==> config.mk <==
export PLATFORM = sky130hd
export DESIGN_NAME = store_buffer
export DESIGN_NICKNAME = d
export VERILOG_FILES = /design/src/rtl/store_buffer_pkg.sv /design/src/rtl/sb_fifo.sv /design/src/rtl/store_buffer.sv
export SDC_FILE = /design/constraint.sdc
export NUM_CORES = 1
export LEC_CHECK = 0
export CORE_UTILIZATION = 50
export DETAILED_ROUTE_END_ITERATION = 7
export GPL_TIMING_DRIVEN = 0
export HOLD_SLACK_MARGIN = 0.1
export PLACE_DENSITY = 0.77
export REMOVE_ABC_BUFFERS = 1
export SYNTH_ARGS = -nofsm -noshare
export SYNTH_HDL_FRONTEND = slang
export SYNTH_HIERARCHICAL = 1
export SYNTH_SLANG_ARGS = --single-unit
==> constraint.sdc <==
create_clock -name clk -period 8.5 [get_ports clk]
set_input_delay 1.7 -clock clk [delete_from_list [all_inputs] [get_ports clk]]
set_output_delay 1.7 -clock clk [all_outputs]
set_load 0.05 [all_outputs]
**Congestion heat map**

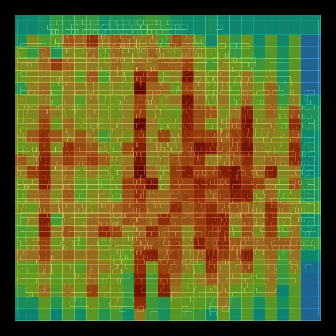
busiest layer in global routing: met2
GRT met2 Usage: 0.431
average routed wire per standard cell: 24.0 um
met1 Resource Use GR: 0.351

**Metal layers overlaid**

The bar under the picture is 50 um long. Two of the layers only.
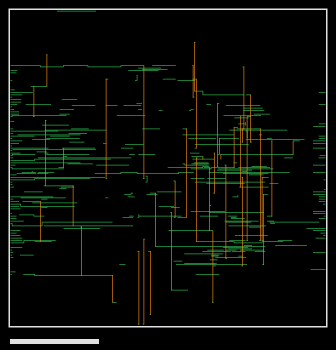
| layer | color | wire length |
|---|---|---|
| met4 | orange | 1320 um |
| met3 | green | 3190 um |
Routed WL: 41500 um
via count: 10600
Overall Global Routing Usage: 0.263

==> results.env <==
RRSETUPSLACK_NS=2.37
POWER_LEAKAGE_uW=0.00645
FF_TYPE='sky130_fd_sc_hd__edfxtp_1'
IOPINCOUNT=206
DESIGN.FINAL.NETS=1427
CRIT_PATH_BUFFERS_INVERTERS=4
CTS_MAX_PATH_BUFFERS=3
SETUP.WORST_PATH.CLASS='register to output pin'
FINALCLOCKPERIODUSAGE=0.962
SYNTH-ASYNC-RESET-RATIO=0.0258
DPL.HPWL_UM=27500
HOLD-PATH-CELL-COUNT=1
GRT_MAX_DEGREE=74
FRACTION_OF_LAYOUT_CELLS_WITH_A_SIZE_SUFFIX_ABOVE_1=0.130
PEAKVDDDROP_mV=0.241
CLOCK_POWER_SHARE=0.203
ROUTED_VIA_DENSITY=6.15
PWR_DENSITY_CELL_mW_PER_MM2=318
SLEW_VIOL_FINAL=0
CRITICAL-PATH-MAX-STAGE-DELAY_NS=0.87
ANT_NETS=0
WORSTPATHMAXFANOUT=57
ROOT_BUFFER='sky130_fd_sc_hd__clkbuf_16'
TIGHTEST_SLEW_NS=1.02
POST_SYNTH_INST_COUNT=1159
PLACE_CONGESTION=0.940
FLOORPLAN.DIE_AREA_MM2=0.0314
DR_WL_MET3_UM=3190
FLOORPLAN.CORE_AREA_MM2=0.0299
YS_TYPES=63
POST_SYNTHESIS_CELL_COUNT_FROM_YOSYS=1159
POST-ROUTE-MIN-PERIOD_NS=8.18
TIMING.CRITICAL_PATH.TO_TYPE='output pin'
FF2FF_PATH_DEPTH=19
SYNTH-EDFF-COUNT=264
YOSYSCHIPAREA_MM2=0.0153
H-TREE-DEPTH=1
PORTBUFFERS=205
SYNTH.FF_LATCH_COUNT=271
SWITCHING_SHARE=0.409
CLOCK_SINK_COUNT=271
DETAILED_PLACE.AREA_MM2=0.0177
GRT_PASS1_WL_UM=61600
NUM_ANTENNA_CELLS=0
CRIT_CHAIN='buf_16 -> buf_16 -> buf_16 -> mux2i_1 -> mux2i_1 -> xnor2_1 -> nand4_1 -> nor4_1 -> nand4_1 -> nand4_1 -> or3b_4 -> nand3b_4 -> a21oi_1 -> clkdlybuf4s50_1'
DRC=0
GRT_PASS1_VIAS=10400
WORST_CLOCK_SKEW_NS=0.0335
ANTENNA_FOUND_INITIAL=1
MAX_CAP_VIOLATIONS=0
DETAIL_ROUTE.WIRELENGTH.MET1_UM=16800
GLOBAL_ROUTE_OVERFLOW=0
FINAL_HOLD_VIOL_COUNT=0
STATUS='finished, final reports clean'
MAX-SLEW-MARGIN-REL=0.318
LAYOUT.CELL_AREA.NON_FILLER_MM2=0.0186
WARNINGS=29
DESIGN_POWER_TOTAL_uW=5930
YOSYSSEQAREASHARE=0.529
POSTSYNTHAREAPERCELL_UM2=13.2
CLK_LATENCY_NS=0.58
==> cell families after synthesis <==
group,count (synthesis),synth area share
adder cells (fa/ha/maj),9,0.00784
multiplexers,253,0.214
flip-flops,271,0.529
AND-OR/OR-AND,151,0.0629
AND/OR/NAND/NOR,254,0.0887
XOR/XNOR,98,0.0560
buffers and inverters,123,0.0421
==> cell type report <==
cell class	instances	area (um2)
clock inverters	18	140
well taps	390	488
clock buffers	37	777
repair buffers	217	2360
multi-input cells	767	6630
fillers	2234	11300
inverters	27	104
flip-flops and latches	271	8110
==> repair_timing <==
action | CTS | global route
pin swaps | 1 | 1
buffers inserted | 0 | 1
cloned | 2 | 0
endpoints found under the setup margin | 55 | 25
resized | 2 | 7
==> power by group through the flow <==
stage / registers (uW) / logic [uW] / clock network [uW]
4_1_cts: 1680 / 3020 / 1220
3_3_place_gp: 2020 / 3000 / 0
5_1_grt: 1690 / 3200 / 1270
2_1_floorplan: 1910 / 2160 / 0
3_5_place_dp: 1710 / 3000 / 0
6_report: 1680 / 3040 / 1200
==> layer usage <==
layer / vias to the layer above / global-route usage
li1: 4753 / -
met1: 5306 / 0.351
met2: 480 / 0.431
met3: 88 / 0.0481
met4: 2 / 0.0887
met5: - / 0
==> placed cells by master, fill, tap and decap left out, types with 21 or more instances in the layout <==
cell type and count:
sky130_fd_sc_hd__inv_1 25, sky130_fd_sc_hd__mux4_2 52, sky130_fd_sc_hd__a21oi_1 71, sky130_fd_sc_hd__nor2_1 47, sky130_fd_sc_hd__edfxtp_1 264, sky130_fd_sc_hd__clkbuf_16 30
sky130_fd_sc_hd__nand4_1 21, sky130_fd_sc_hd__nand3_1 72, sky130_fd_sc_hd__mux2i_1 167, sky130_fd_sc_hd__xnor2_1 86, sky130_fd_sc_hd__nand2_1 31, sky130_fd_sc_hd__clkdlybuf4s50_1 201
==> through the flow <==
stage / setup TNS (ns) / setup WS [ns]
after detailed placement: -23.01 / -0.963
after global placement: -574.79 / -6.26
after floorplan: -179.01 / -2.06
after global routing: 0 / 0.201
after CTS: 0 / 0.00374
final: 0 / 0.323
==> cells in the mapped netlist (all sizes together) (3+ instances only) <==
| cell | count | area share |
|---|---|---|
| a2111oi | 11 | 0.0073 |
| a211oi | 7 | 0.0034 |
| a21oi | 72 | 0.024 |
| a221oi | 5 | 0.0037 |
| a31oi | 4 | 0.0016 |
| and2 | 21 | 0.0086 |
| buf | 61 | 0.027 |
| clkbuf | 35 | 0.0086 |
| dfrtp | 7 | 0.011 |
| edfxtp | 264 | 0.52 |
| ha | 8 | 0.0065 |
| inv | 27 | 0.0066 |
| mux2 | 21 | 0.015 |
| mux2i | 180 | 0.12 |
| mux4 | 52 | 0.076 |
| nand2 | 31 | 0.0076 |
| nand3 | 72 | 0.024 |
| nand4 | 21 | 0.0086 |
| nor2 | 47 | 0.012 |
| nor2b | 18 | 0.0073 |
| nor3 | 24 | 0.012 |
| nor4 | 6 | 0.0024 |
| o2111ai | 3 | 0.0017 |
| o21ai | 19 | 0.0062 |
| o221ai | 3 | 0.0017 |
| o22ai | 13 | 0.0053 |
| o2bb2ai | 3 | 0.0017 |
| xnor2 | 86 | 0.049 |
| xor2 | 12 | 0.0069 |
Power and IR drop assume default switching activity.
